$ cat src/rtl/bcd_pkg.sv
// Shared definitions for the binary-to-BCD converter and the display multiplexer.
// Latency: n/a (types, constants and an elaboration-time helper only).
// Backpressure: n/a.
package bcd_pkg;

    localparam int BCD_DIGIT_W = 4;

    typedef enum logic [1:0] {
        IDLE  = 2'd0,
        SHIFT = 2'd1,
        DONE  = 2'd2
    } state_t;

    // Smallest number of decimal digits able to show 2**w - 1.
    // The display multiplexer uses the same function for its own DIGITS check.
    function automatic int min_digits(input int w);
        longint lim;
        longint p;
        int     d;
        lim = (longint'(1) << w) - 1;
        p   = 10;
        d   = 1;
        for (int i = 0; i < 20; i++) begin
            if (p <= lim) begin
                p = p * 10;
                d = d + 1;
            end
        end
        return d;
    endfunction

endpackage

$ cat src/rtl/bcd_add3_digit.sv
// Double-dabble digit adjust: adds 3 to a BCD digit of 5 or more, before the shift.
// Latency: combinational.
// Backpressure: none.
// Ports: d = scratch digit in, q = adjusted digit out (4-bit, carry out discarded).
module bcd_add3_digit
    import bcd_pkg::*;
(
    input  logic [BCD_DIGIT_W-1:0] d,
    output logic [BCD_DIGIT_W-1:0] q
);

    assign q = (d >= BCD_DIGIT_W'(5)) ? d + BCD_DIGIT_W'(3) : d;

endmodule

$ cat src/rtl/bcd_converter.sv
// Sequential binary-to-BCD converter (shift-add-3), feeding the 7-segment display multiplexer.
// Latency: start accepted at edge k, done pulses in the cycle after edge k+W+1; one result per W+1 clocks.
// Backpressure: none; start is ignored while busy, accepted when idle or in the DONE cycle.
//
// Ports:
//   hwclk       system clock, posedge
//   rst_n       asynchronous active-low reset
//   bin_in      W-bit unsigned value, sampled only when start is accepted
//   start       conversion request, level-sampled every clock
//   busy        high while shifting
//   done        one-cycle pulse, bcd_out updated this cycle
//   bcd_out     packed BCD, [3:0] = units, [7:4] = tens, ...
//   blank_mask  present only with LEADING_ZERO_BLANK_EN; bit i set = digit i is a leading zero
//
// Optional feature macro: LEADING_ZERO_BLANK_EN (adds the registered blank_mask output).
module bcd_converter
    import bcd_pkg::*;
#(
    parameter int W      = 8,
    parameter int DIGITS = 3
) (
    input  logic                            hwclk,
    input  logic                            rst_n,
    input  logic [W-1:0]                    bin_in,
    input  logic                            start,
    output logic                            busy,
    output logic                            done,
    output logic [BCD_DIGIT_W*DIGITS-1:0]   bcd_out
`ifdef LEADING_ZERO_BLANK_EN
    ,
    output logic [DIGITS-1:0]               blank_mask
`endif
);

    localparam int BW = BCD_DIGIT_W * DIGITS;
    localparam int CW = $clog2(W + 1);

    if (DIGITS < min_digits(W)) begin : g_digits_check
        $error("bcd_converter: DIGITS too small to represent 2**W-1");
    end

    state_t          state;
    state_t          state_nx;
    logic [W-1:0]    shreg;
    logic [BW-1:0]   scratch;
    logic [BW-1:0]   scratch_adj;
    logic [BW+W-1:0] cat_sh;
    logic [CW-1:0]   count;
    logic            accept;
    logic            last_shift;
    logic            commit;

    // ---------------- FSM ----------------
    always_ff @(posedge hwclk or negedge rst_n) begin
        if (!rst_n) begin
            state <= IDLE;
        end else begin
            state <= state_nx;
        end
    end

    assign last_shift = (count == CW'(W - 1));

    always_comb begin
        state_nx = state;
        busy     = 1'b0;
        accept   = 1'b0;
        commit   = 1'b0;
        case (state)
            IDLE: begin
                if (start) begin
                    accept   = 1'b1;
                    state_nx = SHIFT;
                end
            end
            SHIFT: begin
                busy = 1'b1;
                if (last_shift) begin
                    state_nx = DONE;
                end
            end
            DONE: begin
                // The finished scratch is committed to bcd_out on leaving DONE, so a
                // back-to-back start here can clear scratch on the same edge safely.
                commit = 1'b1;
                if (start) begin
                    accept   = 1'b1;
                    state_nx = SHIFT;
                end else begin
                    state_nx = IDLE;
                end
            end
            default: state_nx = IDLE;
        endcase
    end

    // ---------------- datapath ----------------
    for (genvar g = 0; g < DIGITS; g++) begin : g_adj
        bcd_add3_digit u_adj (
            .d (scratch[g*BCD_DIGIT_W +: BCD_DIGIT_W]),
            .q (scratch_adj[g*BCD_DIGIT_W +: BCD_DIGIT_W])
        );
    end

    // Adjusted digits and the remaining binary bits shift left together as one word.
    assign cat_sh = {scratch_adj, shreg} << 1;

    always_ff @(posedge hwclk or negedge rst_n) begin
        if (!rst_n) begin
            shreg   <= '0;
            scratch <= '0;
            count   <= '0;
        end else if (accept) begin
            shreg   <= bin_in;
            scratch <= '0;
            count   <= '0;
        end else if (state == SHIFT) begin
            scratch <= cat_sh[BW+W-1:W];
            shreg   <= cat_sh[W-1:0];
            count   <= count + CW'(1);
        end
    end

    // ---------------- outputs ----------------
`ifdef LEADING_ZERO_BLANK_EN
    logic [DIGITS-1:0] mask_nx;

    // Digit i is blank when it and every higher digit are zero; units always shown.
    always_comb begin
        mask_nx = '0;
        for (int i = 1; i < DIGITS; i++) begin
            mask_nx[i] = ((scratch >> (BCD_DIGIT_W * i)) == '0);
        end
    end

    always_ff @(posedge hwclk or negedge rst_n) begin
        if (!rst_n) begin
            blank_mask <= ~DIGITS'(1);
        end else if (commit) begin
            blank_mask <= mask_nx;
        end
    end
`endif

    always_ff @(posedge hwclk or negedge rst_n) begin
        if (!rst_n) begin
            done    <= 1'b0;
            bcd_out <= '0;
        end else begin
            done <= commit;
            if (commit) begin
                bcd_out <= scratch;
            end
        end
    end

endmodule

$ cat config.mk
export PLATFORM = sky130hd
export DESIGN_NAME = bcd_converter
export DESIGN_NICKNAME = d
export VERILOG_FILES = /design/src/rtl/bcd_pkg.sv /design/src/rtl/bcd_add3_digit.sv /design/src/rtl/bcd_converter.sv
export SDC_FILE = /design/constraint.sdc
export NUM_CORES = 1
export LEC_CHECK = 0
export ABC_AREA = 1
export ABC_CLOCK_PERIOD_IN_PS = 1900
export CAP_MARGIN = 20
export CORE_ASPECT_RATIO = 1.4
export CORE_MARGIN = 2
export CORE_UTILIZATION = 40
export CTS_CLUSTER_DIAMETER = 80
export DETAILED_ROUTE_END_ITERATION = 6
export PLACE_DENSITY = 0.72
export SLEW_MARGIN = 0
export SYNTH_ARGS = -nofsm -noshare
export SYNTH_HDL_FRONTEND = slang
export SYNTH_HIERARCHICAL = 1
export SYNTH_SLANG_ARGS = --single-unit
$ cat constraint.sdc
create_clock -name hwclk -period 1.9 [get_ports hwclk]
set_clock_uncertainty 0.2 [all_clocks]
set_input_delay 0.57 -clock hwclk [delete_from_list [all_inputs] [get_ports hwclk]]
set_output_delay 0.57 -clock hwclk [all_outputs]
set_load 0.005 [all_outputs]
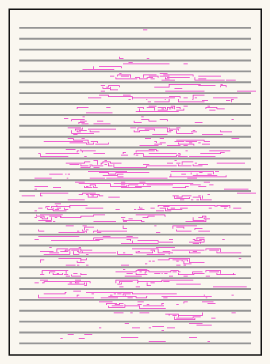
Fig. 1. Met1 routing.
Drawn at 4 px/µm. Supply wires on this layer in grey.
main direction: horizontal
nets with wire on the layer: 243
M1 GR Usage: 16.6%
routed via count: 1519

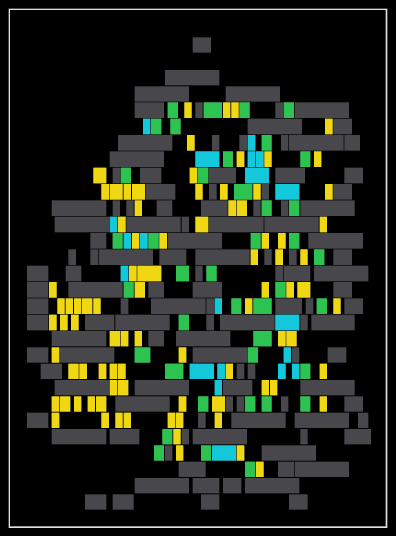
Fig. 2. Logic cells by family.
Drawn at 6 px/µm.
[yellow] nand cells | cells: 85 | most used: nand2_1
[cyan] nor cells | cells: 20 | most used: nor2_1
[green] aoi and oai cells | cells: 40 | most used: o21ai_0
fin cells: 326
Comb/total area: 33.2%
most frequent logic cell in the layout: nand2_1

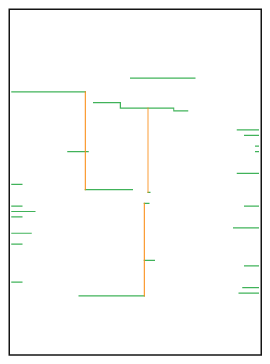
Fig. 3. Wiring by layer.
Drawn at 4 px/µm. Two of the layers only.
[orange] metal 4 | wire length: 68.7 µm
[green] metal 3 | wire length: 158 µm
Routed WL: 3.67 mm
routed len/inst: 11.2 µm
gr usage total: 16.0%

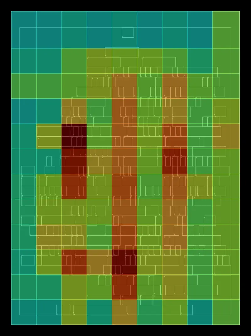
Fig. 4. Congestion heat map.
final core occ: 51.5%
GR peak layer: met2

-- repair_timing --
action	in CTS	in global routing
buffers inserted	2	0
endpoints found under the setup margin	13	2
pin swaps	0	0
resized	14	3
gates cloned	0	0
-- cells in the final DEF (no fill, tap or decap), drive strengths merged --
cell type	instances
nand3	9
ha	7
buf	9
dlygate4sd2	12
o21ai	33
nand4	1
clkdlybuf4s15	1
dfrtp	39
a21oi	5
nand2	75
o211ai	1
clkbuf	8
clkdlybuf4s50	9
nor2	20
inv	33
o22ai	1
dlymetal6s2s	1
-- how the worst max path moves through the flow --
stage                     to  slack [ns]      from
finish                  busy        0.06  state[1]
global route            busy        0.01  state[1]
global placement    shreg[7]        0.06     start
detailed placement  shreg[7]        0.03     start
floorplan               busy        0.33  state[1]
CTS                     done       0.007      done
-- report_power, final --
group          switching [W]  leakage (nW)  total (W)  internal (W)
sequential          0.000255         0.490    0.00145       0.00119
clock               0.000282        0.0515   0.000613      0.000331
combinational        0.00101         0.672    0.00176      0.000752
total                0.00155          1.21    0.00382       0.00228
-- routing by layer --
layer	GRT usage [%]	up-vias	share of wire (%)
met1	16.6	707	42
met5	0	-	0
li1	-	777	-
met4	7.27	0	1.9
met2	30.1	28	52
met3	4.07	7	4.3
-- worst max-delay path, cell delays in order (launching register included) --
cell and delay (ns):
dfrtp_1 0.38, inv_1 0.08, nand2_2 0.06, inv_2 0.06
clkdlybuf4s15_1 0.19
-- sequential cells by signal, indices dropped and copies added (netlist names) --
signal,flops
state,2
done,1
count,4
scratch,12
shreg,8
bcd_out,12
-- cell type report --
type                    instances  area, µm²
inverters                      33        124
well taps                      62       77.6
repair buffers                 32        295
multi-input cells             152        783
flip-flops and latches         39        976
fillers                       452       2220
clock buffers                   8        100
==> results.ini <==
[worst_hold_path]
hp-class=primary input to asynchronous set/reset pin

[route]
detail-route-antenna-nets=0

[final_layout]
final_nets=281
areaGrowthSynthToFinish_pct=22.4
final_area_mm2=0.00236

[placed_design]
pre_cts_ws_ns=0.0344
place_area_mm2=0.00225
placed_cells=316

[status]
status=finished, violations left
violations=hold timing

[global_routing]
grt_start_max_net_pins=26

[clock_tree]
insertion_delay_ns=0.30
cts_tree=yes
cts_root_buffer=clkbuf_8
htree_levels=2
cts.sink_count=39
ctsHoldBuffers=0
numCtsBuffers=5

[critical_path]
start_kind=register
arrival_ns=1.07

[final_timing]
postLayoutSetupSlackWorst_ns=0.0571
holdWs_ns=-0.00987
finalSetupTns_ns=0
hold_viol_final=9
min_period_ns=1.84

[die]
dieHeight_um=86.1

[power]
p_leak_nw=1.21
total_power_w=0.00382

[synthesis]
netlist_area_mm2=0.00192

Power is estimated from default activity; no workload was simulated.
